<file path="src/rtl/cello_lut_engine.sv">
// Runtime-programmable N-input truth-table gate: serial table reload with atomic
// commit, handshake-driven evaluation into a 2-entry result FIFO.
module cello_lut_engine #(
  parameter int                    N_IN    = 3,
  parameter logic [(2**N_IN)-1:0]  TT_INIT = 8'h83,
  parameter int                    CNT_W   = 16
) (
  input  logic                 clk,
  input  logic                 rst_n,
  input  logic                 cfg_valid,
  output logic                 cfg_ready,
  input  logic                 cfg_bit,
  input  logic                 cfg_last,
  output logic                 cfg_err,
  input  logic                 in_valid,
  output logic                 in_ready,
  input  logic [N_IN-1:0]      in_vec,
  output logic                 out_valid,
  input  logic                 out_ready,
  output logic                 out_bit,
  output logic [(2**N_IN)-1:0] tt_active,
  output logic [CNT_W-1:0]     eval_cnt,
  output logic [1:0]           fsm_state
);

  localparam int TW = 2**N_IN;
  localparam int BW = $clog2(TW + 1);

  // Handshakes: a transfer happens on a rising edge where valid & ready are both
  // high; valid never waits on ready, and ready never depends on the same
  // channel's valid (in_ready does see cfg_valid, because config wins).

  typedef enum logic [1:0] {
    IDLE   = 2'd0,
    LOAD   = 2'd1,
    COMMIT = 2'd2
  } state_t;

  state_t        state, state_next;
  logic [TW-1:0] shadow, shadow_next;
  logic [BW-1:0] bit_cnt, bit_cnt_next;
  logic          err_next;
  logic          cfg_acc;
  logic [TW:0]   shifted;

  assign fsm_state = state;
  assign cfg_ready = (state != COMMIT);
  assign cfg_acc   = cfg_valid & cfg_ready;
  assign shifted   = {shadow, cfg_bit};

  always_comb begin
    state_next   = state;
    shadow_next  = shadow;
    bit_cnt_next = bit_cnt;
    err_next     = 1'b0;
    case (state)
      IDLE, LOAD: begin
        if (cfg_acc) begin
          if ((bit_cnt == BW'(TW - 1)) && cfg_last) begin
            shadow_next  = shifted[TW-1:0];
            bit_cnt_next = '0;
            state_next   = COMMIT;
          end else if ((bit_cnt == BW'(TW - 1)) || cfg_last) begin
            // Early cfg_last or a missing one: drop the whole partial load.
            err_next     = 1'b1;
            shadow_next  = '0;
            bit_cnt_next = '0;
            state_next   = IDLE;
          end else begin
            shadow_next  = shifted[TW-1:0];
            bit_cnt_next = bit_cnt + BW'(1);
            state_next   = LOAD;
          end
        end
      end
      COMMIT:  state_next = IDLE;
      default: state_next = IDLE;
    endcase
  end

  always_ff @(posedge clk or negedge rst_n) begin
    if (!rst_n) begin
      state     <= IDLE;
      shadow    <= '0;
      bit_cnt   <= '0;
      cfg_err   <= 1'b0;
      tt_active <= TT_INIT;
    end else begin
      state   <= state_next;
      shadow  <= shadow_next;
      bit_cnt <= bit_cnt_next;
      cfg_err <= err_next;
      if (state == COMMIT) tt_active <= shadow;
    end
  end

  // Evaluation path and result FIFO
  logic [1:0]      fifo_mem;
  logic            rd_ptr, wr_ptr;
  logic [1:0]      fifo_cnt;
  logic            push, pop;
  logic [N_IN-1:0] sel;
  logic            lookup;

  // Table MSB belongs to index 0, so the bit position is TW-1-idx, i.e. ~idx.
  assign sel       = ~in_vec;
  assign lookup    = tt_active[sel];
  assign in_ready  = (state == IDLE) & ~cfg_valid & (fifo_cnt < 2'd2);
  assign out_valid = (fifo_cnt != 2'd0);
  assign out_bit   = out_valid & fifo_mem[rd_ptr];
  assign push      = in_valid & in_ready;
  assign pop       = out_valid & out_ready;

  always_ff @(posedge clk or negedge rst_n) begin
    if (!rst_n) begin
      fifo_mem <= '0;
      rd_ptr   <= 1'b0;
      wr_ptr   <= 1'b0;
      fifo_cnt <= '0;
      eval_cnt <= '0;
    end else begin
      if (push) begin
        fifo_mem[wr_ptr] <= lookup;
        wr_ptr           <= ~wr_ptr;
        if (eval_cnt != {CNT_W{1'b1}}) eval_cnt <= eval_cnt + CNT_W'(1);
      end
      if (pop) rd_ptr <= ~rd_ptr;
      case ({push, pop})
        2'b10:   fifo_cnt <= fifo_cnt + 2'd1;
        2'b01:   fifo_cnt <= fifo_cnt - 2'd1;
        default: fifo_cnt <= fifo_cnt;
      endcase
    end
  end

endmodule

</file>
<file path="config.mk">
export PLATFORM = sky130hd
export DESIGN_NAME = cello_lut_engine
export DESIGN_NICKNAME = d
export VERILOG_FILES = /design/src/rtl/cello_lut_engine.sv
export SDC_FILE = /design/constraint.sdc
export NUM_CORES = 1
export LEC_CHECK = 0
export ABC_AREA = 1
export CORE_MARGIN = 5
export CORE_UTILIZATION = 52
export CTS_CLUSTER_SIZE = 28
export DETAILED_ROUTE_END_ITERATION = 16
export MAX_ROUTING_LAYER = met4
export PLACE_DENSITY = 0.83
export SKIP_LAST_GASP = 1
export SLEW_MARGIN = 40
export SYNTH_ARGS = -nofsm -noshare
export SYNTH_HDL_FRONTEND = slang
export SYNTH_SLANG_ARGS = --single-unit
</file>
<file path="constraint.sdc">
create_clock -name clk -period 1.81 [get_ports clk]
set_input_delay 0.2715 -clock clk [delete_from_list [all_inputs] [get_ports clk]]
set_output_delay 0.2715 -clock clk [all_outputs]
set_load 0.02 [all_outputs]
</file>
Figure 1. Local utilization (run 1).
The die is cut into 8 by 8 equal tiles; black is low, pale yellow is high, 0 to 100% covered.
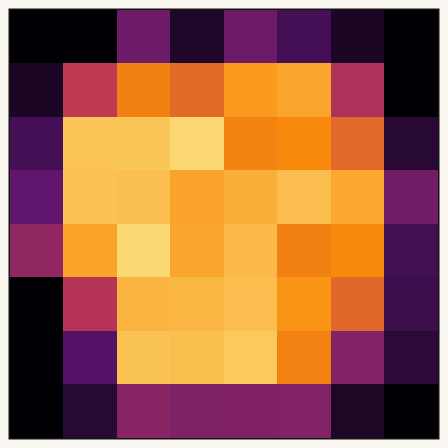
nearly empty tiles: 13%
densest ninth of the die: centre
fullest tile: 92%
mean over tiles: 49%
tiles over 75% full: 34%

Figure 2. Wires at chosen ports, followed through buffers (run 1).
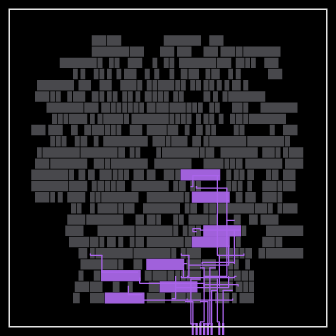
[purple] tt_active | bits: 8 | direction: output | edge: bottom | end cells: 8 | buffers: 8 | wire: 336 µm

==> tab_implementation.tex, run 1 <==
% Generated from flow reports
\begin{tabular}{lr}
\hline
Metric & Value \\
\hline
\multicolumn{2}{l}{\textbf{Route}} \\
Length of the first detailed-routing pass in iterations & 4 \\
Initial detailed-routing violation count & 130 \\
\multicolumn{2}{l}{\textbf{GRT}} \\
GRT met1 Usage & 0.256 \\
Total overflow reported by the global router & 0 \\
Wire length of the first global-routing pass & slightly above 9 mm \\
\multicolumn{2}{l}{\textbf{Critical path}} \\
Startpoint-to-endpoint class of the critical path & reg -> out \\
Logic depth of the worst path, buffers included & 1 \\
Required time at the endpoint of the critical path & 1.54 ns \\
Kind of start point of the critical path & register \\
\multicolumn{2}{l}{\textbf{Power}} \\
Static leakage power & 1.41 nW \\
Fraction of power consumed by sequential logic & 0.473 \\
\multicolumn{2}{l}{\textbf{Finish}} \\
Flip-flop count of the largest register after layout & 16 \\
Fraction of area in multi-input gates & 0.344 \\
Layout cell share with drive strength beyond 1 & 0.0957 \\
Inverters & between 40 and 50 \\
\multicolumn{2}{l}{\textbf{Placement}} \\
DPL Wire Length & 3.86 mm \\
Input/output buffers & 40 \\
\multicolumn{2}{l}{\textbf{Outcome}} \\
Outcome & complete, no violations \\
\multicolumn{2}{l}{\textbf{Yosys}} \\
Post-synthesis share of cell area spent on xor and xnor gates & 0.0416 \\
Fraction of synthesis flops using an asynchronous set or reset pin & 1.00 \\
\multicolumn{2}{l}{\textbf{CTS}} \\
Number of buffers created by CTS & 5 \\
\multicolumn{2}{l}{\textbf{Floorplan}} \\
Die extent in x & 76.8 µm \\
\multicolumn{2}{l}{\textbf{Run}} \\
Max-cap violations & 0 \\
\hline
\end{tabular}
Figure 3. Selected gate families (run 1).
The bar under the picture is 20 µm long.
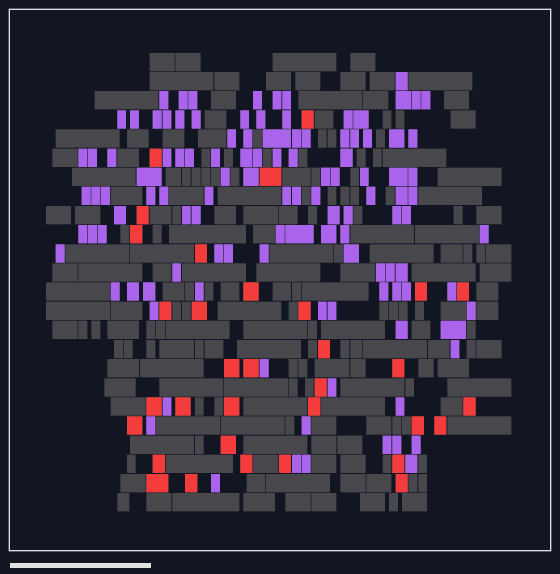
[purple] nand cells | cells: 115
[red] aoi and oai cells | cells: 33

Figure 4. Placement view (run 1).
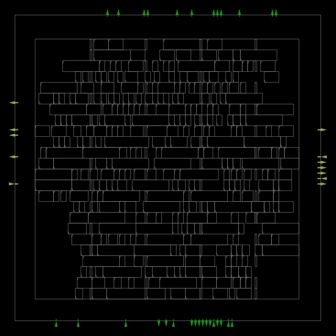
Placement Rows: 24
core footprint: 4320 µm²

run 1: worst reg2reg max path: cells and delay by family, from the launching register on:
| kind | cells | cell delay, ns |
|---|---|---|
| compound gates | 2 | 0.46 |
| fa+ha+maj | 2 | 0.42 |
| flops | 1 | 0.40 |
| simple gates | 2 | 0.20 |
| buf+inv | 1 | 0.08 |
run 1: stage by stage:
step	total power (W)	cells	worst slack [ns]	cell area [µm²]	setup TNS [ns]
detailed placement	0.00196	388	-0.0438	2810	-0.0438
global route	0.00288	397	0.0217	2940	0
finish	0.00271	397	0.0706	2940	0
floorplan	0.00168	292	0.206	2320	0
CTS	0.00274	397	0.0284	2930	0
global placement	0.00192	388	-0.0398	2810	-0.0398
run 1: cell usage after synthesis (2+ instances only):
cell	number
sky130_fd_sc_hd__nand2_1	93
sky130_fd_sc_hd__dfrtp_1	42
sky130_fd_sc_hd__inv_1	38
sky130_fd_sc_hd__nor2_1	30
sky130_fd_sc_hd__o21ai_0	16
sky130_fd_sc_hd__nand3_1	11
sky130_fd_sc_hd__o22ai_1	9
sky130_fd_sc_hd__xnor2_1	7
sky130_fd_sc_hd__a21oi_1	6
sky130_fd_sc_hd__ha_1	6
sky130_fd_sc_hd__nand4_1	6
sky130_fd_sc_hd__inv_2	4
sky130_fd_sc_hd__xor2_1	4
sky130_fd_sc_hd__dfstp_2	3
sky130_fd_sc_hd__nor2_2	3
sky130_fd_sc_hd__nand2_4	2
sky130_fd_sc_hd__nand3_2	2
sky130_fd_sc_hd__nor2_4	2
run 1: power groups by stage:
stage	clock network (W)	logic [W]	registers [W]
floorplan	0	0.000360	0.00132
global placement	0	0.000636	0.00129
detailed placement	0	0.000661	0.00130
CTS	0.000796	0.000661	0.00128
global route	0.000832	0.000736	0.00131
finish	0.000777	0.000652	0.00128
--- run 2 (diff from run 1) ---
--- a/config.mk
+++ b/config.mk
@@ -10,6 +10,7 @@
 export CORE_UTILIZATION = 52
 export CTS_CLUSTER_SIZE = 28
 export DETAILED_ROUTE_END_ITERATION = 16
+export GPL_TIMING_DRIVEN = 0
 export MAX_ROUTING_LAYER = met4
 export PLACE_DENSITY = 0.83
 export SKIP_LAST_GASP = 1
Figure 5. Placement view (run 2).
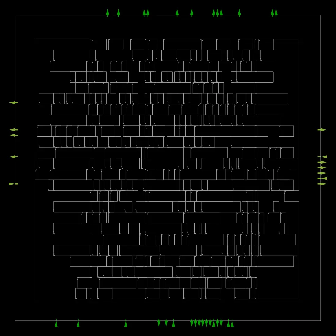
tap cell count: 52
Filler Cell Count: 371
count of non-filler cells in the finished layout: 392
number of sequential cells: 45

Figure 6. Local utilization (run 2).
The die is cut into 8 by 8 equal tiles; black is low, pale yellow is high, 0 to 100% covered.
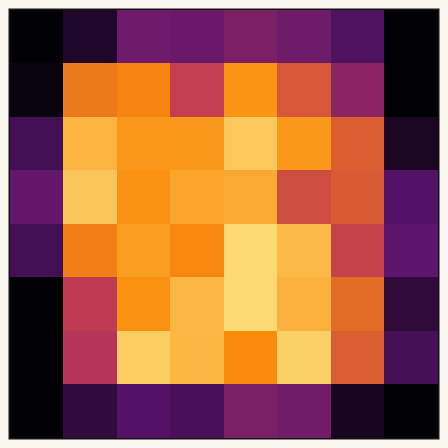
nearly empty tiles: 11%
densest ninth of the die: centre
tiles over 75% full: 31%
fullest tile: 92%

==> run 2 against run 1 <==
Net effect: utilization fell by 1.3 points; routed wire length fell by 7.3%; synthesized cell count stayed put; via count fell by 3.8%; register-to-register slack better by 0.03 ns; clock-buffer cell count is 1 lower; power fell by 6.9%; hold slack better by 0.062 ns; sequential power about the same; critical endpoint is now tt_active[7]; largest cell class unchanged.
==> tab_implementation.tex, run 2 <==
% Generated from flow reports
\begin{tabular}{lr}
\hline
Metric & Value \\
\hline
\multicolumn{2}{l}{\textbf{Outcome}} \\
Outcome & complete, no violations (unchanged) \\
\multicolumn{2}{l}{\textbf{Power}} \\
Power density relative to cell area & 875 nW/µm² (was 922 nW/µm²) \\
Static leakage power & 1.37 nW (was 1.41 nW) \\
Final Total Pwr & 0.00252 W (was 0.00271 W) \\
\multicolumn{2}{l}{\textbf{Yosys}} \\
Synthesized area per cell & 7.94 µm² (unchanged) \\
Most popular library cell in the synthesized design by count & sky130\_fd\_sc\_hd\_\_nand2\_1 (unchanged) \\
Top cells by count & sky130\_fd\_sc\_hd\_\_nand2\_1 (93), sky130\_fd\_sc\_hd\_\_dfrtp\_1 (42), sky130\_fd\_sc\_hd\_\_inv\_1 (38), sky130\_fd\_sc\_hd\_\_nor2\_1 (30), sky130\_fd\_sc\_hd\_\_o21ai\_0 (16) (unchanged) \\
Number of different library cells in the post-synthesis netlist & 26 (unchanged) \\
Fraction of synthesis flops using an asynchronous set or reset pin & 1.00 (unchanged) \\
Count of state elements after synthesis & 45 (unchanged) \\
Portion of synthesized cell area occupied by the leading cell type & 0.454 (unchanged) \\
\multicolumn{2}{l}{\textbf{GRT}} \\
Wire length of the first global-routing pass & 8.29 mm (was 9.32 mm) \\
GRT met1 Usage & 0.226 (was 0.256) \\
Total overflow reported by the global router & 0 (unchanged) \\
\multicolumn{2}{l}{\textbf{Timing}} \\
Setup skew after layout & 0.00813 ns (was 0.00522 ns) \\
Worst setup slack after layout & 0.0758 ns (was 0.0706 ns) \\
Final setup TNS & 0 ns (unchanged) \\
\multicolumn{2}{l}{\textbf{Finish}} \\
Number of nets at the end of the flow & 355 (was 360) \\
Sequential standard cell area & 1130 µm² (unchanged) \\
Flip-flop count of the largest register after layout & 16 (unchanged) \\
Layout cell share with drive strength beyond 1 & 0.0853 (was 0.0957) \\
\multicolumn{2}{l}{\textbf{Route}} \\
Initial detailed-routing violation count & 80 (was 130) \\
Length of the first detailed-routing pass in iterations & 4 (unchanged) \\
Mean routed wirelength per cell & 12.2 µm (was 13.0 µm) \\
\multicolumn{2}{l}{\textbf{CTS}} \\
Clock transition at the registers of the reported paths & 0.08 ns (about the same) \\
Number of gates resized after CTS & 5 (was 2) \\
Clock latency of the later-clocked register in the worst-skew pair & 0.30 ns (was 0.29 ns) \\
Bufs on Longest Clock Path & 2 (unchanged) \\
Number of buffers created by CTS & 5 (unchanged) \\
\multicolumn{2}{l}{\textbf{Floorplan}} \\
Die extent in x & 76.8 µm (unchanged) \\
Placement Rows & 24 (unchanged) \\
Initial cell density of the core & 0.536 (unchanged) \\
Chip area & 5890 µm² (unchanged) \\
Core footprint & 4320 µm² (unchanged) \\
\multicolumn{2}{l}{\textbf{Critical path}} \\
Source of the worst register-to-register timing path & bit\_cnt[0]\$\_DFFE\_PN0P\_ (unchanged) \\
Critical Path Sink Type & output pin (unchanged) \\
Family of cells with the greatest summed delay on the critical path & buffers and inverters (unchanged) \\
Worst path cell trace & clkdlybuf4s50\_1 (unchanged) \\
Startpoint-to-endpoint class of the critical path & reg -> out (unchanged) \\
Required time at the endpoint of the critical path & 1.54 ns (about the same) \\
Kind of start point of the critical path & register (unchanged) \\
\multicolumn{2}{l}{\textbf{Run}} \\
Warning total across the stage logs & 28 (unchanged) \\
Max-cap violations & 0 (unchanged) \\
\multicolumn{2}{l}{\textbf{Placement}} \\
Input/output buffers & 40 (unchanged) \\
Setup slack at placement & -0.207 ns (was -0.0438 ns) \\
DPL Wire Length & 3.52 mm (was 3.86 mm) \\
\hline
\end{tabular}
Figure 7. Wires at chosen ports, followed through buffers (run 2).
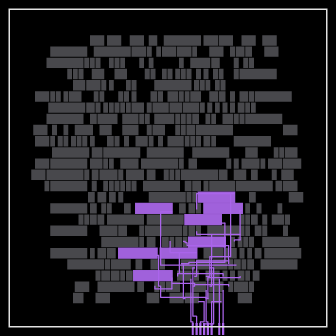
[purple] tt_active | bits: 8 | direction: output | edge: bottom | end cells: 8 | buffers: 8 | wire: 339 µm

## run 2: cell type report
| cell class | count | share of cell area |
|---|---|---|
| inverter | 42 | 0.0546 |
| tap | 52 | 0.0225 |
| clock buffer | 6 | 0.0251 |
| multi-input combinational | 202 | 0.355 |
| buffer | 2 | 0.00564 |
| clock inverter | 2 | 0.00520 |
| timing repair buffer | 41 | 0.141 |
| sequential | 45 | 0.391 |
## run 2: report_power, final
part	switching, W	internal, W	total [W]
Sequential	0.000134	0.00114	0.00128
Combinational	0.000350	0.000286	0.000636
Clock	0.000342	0.000272	0.000614
## run 2: worst paths after layout
check	endpoint	slack [ns]	depth (start not counted)
worst max-delay path	tt_active[7]	0.08	1
worst min-delay path	shadow[0]$_DFFE_PN0P_	0.50	2
worst max register to register	shadow[7]$_DFFE_PN0P_	0.15	7
worst min register to register	fifo_mem[0]$_DFFE_PN0P_	0.50	2
max in group asynchronous	tt_active[7]$_DFFE_PN1P_	0.93	2
min in group clk	fifo_mem[0]$_DFFE_PN0P_	0.50	2
## run 2: cells by family (layout without fill, tap and decap cells)
kind of cell / count (synthesis) / count (layout) / share of synthesized area
AOI/OAI and AO/OA: 34 / 34 / 0.0810
xor gates and xnor gates: 11 / 11 / 0.0416
adders and majority gates: 6 / 6 / 0.0324
buffers and inverters: 45 / 93 / 0.0767
DFF: 45 / 45 / 0.488
and+or+nand+nor: 151 / 151 / 0.281
## run 2: per-stage QoR
| stage | instance area, µm² | instances | hold WS, ns |
|---|---|---|---|
| after CTS | 2880 | 392 | 0.507 |
| after detailed placement | 2780 | 384 | 0.295 |
| after global placement | 2780 | 384 | 0.467 |
| final | 2890 | 392 | 0.505 |
| after global routing | 2890 | 392 | 0.531 |
| after floorplan | 2320 | 292 | -0.0241 |
--- run 3 (diff from run 2) ---
--- a/config.mk
+++ b/config.mk
@@ -6,13 +6,13 @@
 export NUM_CORES = 1
 export LEC_CHECK = 0
 export ABC_AREA = 1
+export CAP_MARGIN = 20
 export CORE_MARGIN = 5
-export CORE_UTILIZATION = 52
-export CTS_CLUSTER_SIZE = 28
+export CORE_UTILIZATION = 47
 export DETAILED_ROUTE_END_ITERATION = 16
 export GPL_TIMING_DRIVEN = 0
 export MAX_ROUTING_LAYER = met4
-export PLACE_DENSITY = 0.83
+export PLACE_DENSITY = 0.79
 export SKIP_LAST_GASP = 1
 export SLEW_MARGIN = 40
 export SYNTH_ARGS = -nofsm -noshare
==> constraint.sdc (replaced) <==
create_clock -name clk -period 1.4 [get_ports clk]
set_input_delay 0.21 -clock clk [delete_from_list [all_inputs] [get_ports clk]]
set_output_delay 0.21 -clock clk [all_outputs]
set_load 0.02 [all_outputs]
Figure 8. Local utilization (run 3).
The die is cut into 8 by 8 equal tiles; black is low, pale yellow is high, 0 to 100% covered.
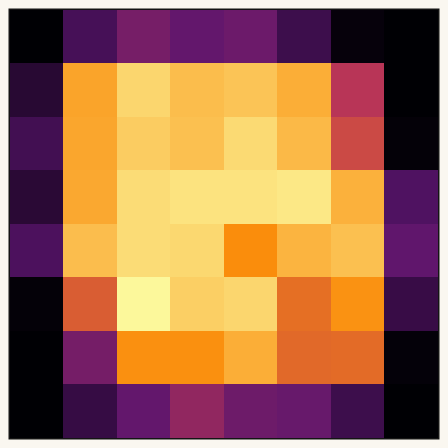
tiles over 75% full: 45%
densest ninth of the die: centre
mean over tiles: 52%

Figure 9. Wires at chosen ports, followed through buffers (run 3).
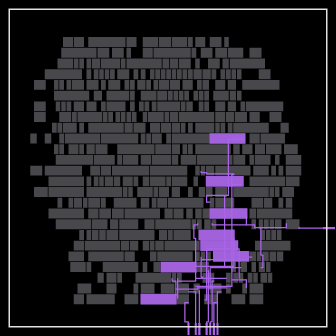
[purple] tt_active | bits: 8 | direction: output | edge: 7 bottom, 1 right | end cells: 8 | buffers: 8 | wire: 339 µm

==> run 3 against run 2 <==
Net effect: sequential share of layout area fell by 5.6 points; the flow now finishes with violations (setup timing); power rose by 48%; register-to-register slack got worse by 0.25 ns; critical path type is now reg -> reg; hold slack got worse by 0.097 ns; combinational power rose by 92%; non-clock buffer count rose by 37; critical endpoint is now bit_cnt[2]$_DFFE_PN0P_; clock skew fell by 0.0065 ns; synthesized cell count did not move; utilization rose by 5.0 points; highest routed layer unchanged.
==> tab_implementation.tex, run 3 <==
% Generated from flow reports
\begin{tabular}{lr}
\hline
Metric & Value \\
\hline
\multicolumn{2}{l}{\textbf{Critical path}} \\
Number of cells traversed by the worst register-to-register path & 10 (was 7) \\
Critical Path Sink Type & register (was output pin) \\
Source of the worst register-to-register timing path & bit\_cnt[1]\$\_DFFE\_PN0P\_ (was bit\_cnt[0]\$\_DFFE\_PN0P\_) \\
Startpoint-to-endpoint class of the critical path & reg -> reg (was reg -> out) \\
Endpoint of the worst-slack reg-to-reg timing path & bit\_cnt[2]\$\_DFFE\_PN0P\_ (was shadow[7]\$\_DFFE\_PN0P\_) \\
Logic depth of the worst path, buffers included & 10 (was 1) \\
Worst reg-to-reg setup slack & -0.10 ns (was 0.15 ns) \\
\multicolumn{2}{l}{\textbf{CTS}} \\
Number of buffers created by CTS & 5 (unchanged) \\
Number of gates resized after CTS & 64 (was 5) \\
Clock latency of the later-clocked register in the worst-skew pair & 0.30 ns (about the same) \\
Clock transition at the registers of the reported paths & 0.08 ns (about the same) \\
\multicolumn{2}{l}{\textbf{Yosys}} \\
Portion of synthesized cell area occupied by the leading cell type & 0.454 (unchanged) \\
Synthesized area per cell & 7.94 µm² (unchanged) \\
Fraction of synthesis flops using an asynchronous set or reset pin & 1.00 (unchanged) \\
AND-OR/OR-AND share of the synthesized area & 0.0810 (unchanged) \\
Combinational family with the most area after synthesis & simple AND/OR/NAND/NOR gates (unchanged) \\
Count of state elements after synthesis & 45 (unchanged) \\
Most popular library cell in the synthesized design by count & sky130\_fd\_sc\_hd\_\_nand2\_1 (unchanged) \\
\multicolumn{2}{l}{\textbf{Power}} \\
Fraction of power consumed by sequential logic & 0.451 (was 0.505) \\
Logic gate share of total power & 0.327 (was 0.252) \\
Top power group & registers (unchanged) \\
Final Total Pwr & 0.00373 W (was 0.00252 W) \\
Power density relative to cell area & 1090 nW/µm² (was 875 nW/µm²) \\
Clock network power consumption & 0.000827 W (was 0.000614 W) \\
Power attributed to combinational cells & 0.00122 W (was 0.000636 W) \\
\multicolumn{2}{l}{\textbf{Timing}} \\
Worst setup slack after layout & -0.103 ns (was 0.0758 ns) \\
Setup skew after layout & 0.00167 ns (was 0.00813 ns) \\
Final setup vio count & 23 (was 0) \\
\multicolumn{2}{l}{\textbf{Outcome}} \\
Outcome & complete, but fails checks (was complete, no violations) \\
Violations in the final reports & setup timing \\
\multicolumn{2}{l}{\textbf{Placement}} \\
Input/output buffers & 40 (unchanged) \\
\multicolumn{2}{l}{\textbf{Finish}} \\
Flip-flop count of the largest register after layout & 16 (unchanged) \\
Sequential standard cell area & 1140 µm² (was 1130 µm²) \\
Count of non-filler cells in the finished layout & 445 (was 392) \\
\multicolumn{2}{l}{\textbf{Floorplan}} \\
Placement Rows & 25 (was 24) \\
Die extent in x & 80.2 µm (was 76.8 µm) \\
\hline
\end{tabular}
Figure 10. Selected gate families (run 3).
The bar under the picture is 20 µm long.
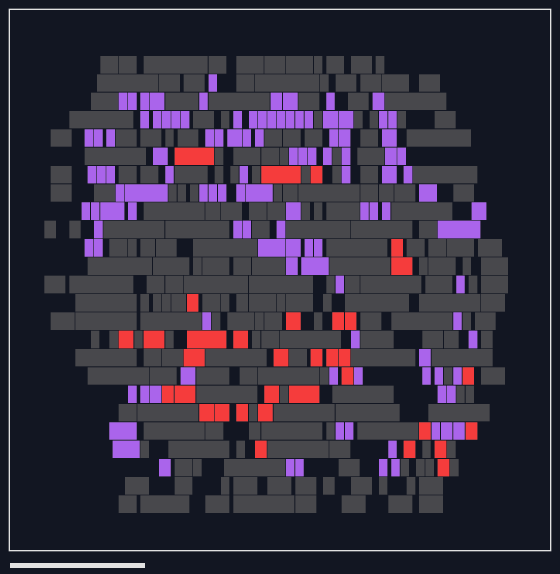
[purple] nand cells | cells: 115
[red] aoi and oai cells | cells: 34

-- run 3: worst register-to-register path, cell delays in order (launching register included) --
cell and delay [ns]:
sky130_fd_sc_hd__dfrtp_1 0.41, sky130_fd_sc_hd__ha_4 0.17, sky130_fd_sc_hd__nand2_4 0.06, sky130_fd_sc_hd__nor2_4 0.13, sky130_fd_sc_hd__buf_4 0.13, sky130_fd_sc_hd__ha_4 0.16, sky130_fd_sc_hd__inv_4 0.05, sky130_fd_sc_hd__nand2_4 0.07
sky130_fd_sc_hd__a21oi_2 0.03, sky130_fd_sc_hd__o22ai_1 0.14, sky130_fd_sc_hd__inv_1 0.05
-- run 3: layer usage --
| layer | GRT usage | wire [µm] |
|---|---|---|
| met2 | 0.323 | 3290 |
| met4 | 0.0608 | 133 |
| met3 | 0.0348 | 249 |
| met1 | 0.222 | 2600 |
| met5 | - | 0 |
-- run 3: cell families (layout without fill, tap and decap cells) --
| logic type | count (synthesis) | after routing |
|---|---|---|
| adders and majority gates | 6 | 6 |
| AOI/OAI and AO/OA | 34 | 35 |
| and+or+nand+nor | 151 | 151 |
| buffers and inverters | 45 | 130 |
| DFF | 45 | 45 |
| xor gates and xnor gates | 11 | 11 |
-- run 3: through the flow --
step	area (µm²)	util	hold WS [ns]	setup slack, ns
finish	3410	0.717	0.408	-0.103
detailed placement	2870	0.604	0.191	-0.465
CTS	3110	0.654	0.410	-0.187
global route	3410	0.717	0.437	-0.185
floorplan	2370	-	-0.0856	-0.00573
global placement	2850	0.600	0.474	-1.21
-- run 3: final cells by class --
type,count,share of cell area
buffer,2,0.00550
clock buffer,8,0.0264
inverter,42,0.0477
multi-input combinational,203,0.365
sequential,45,0.336
tap,67,0.0246
timing repair buffer,78,0.195
Power is estimated from default activity; no workload was simulated.
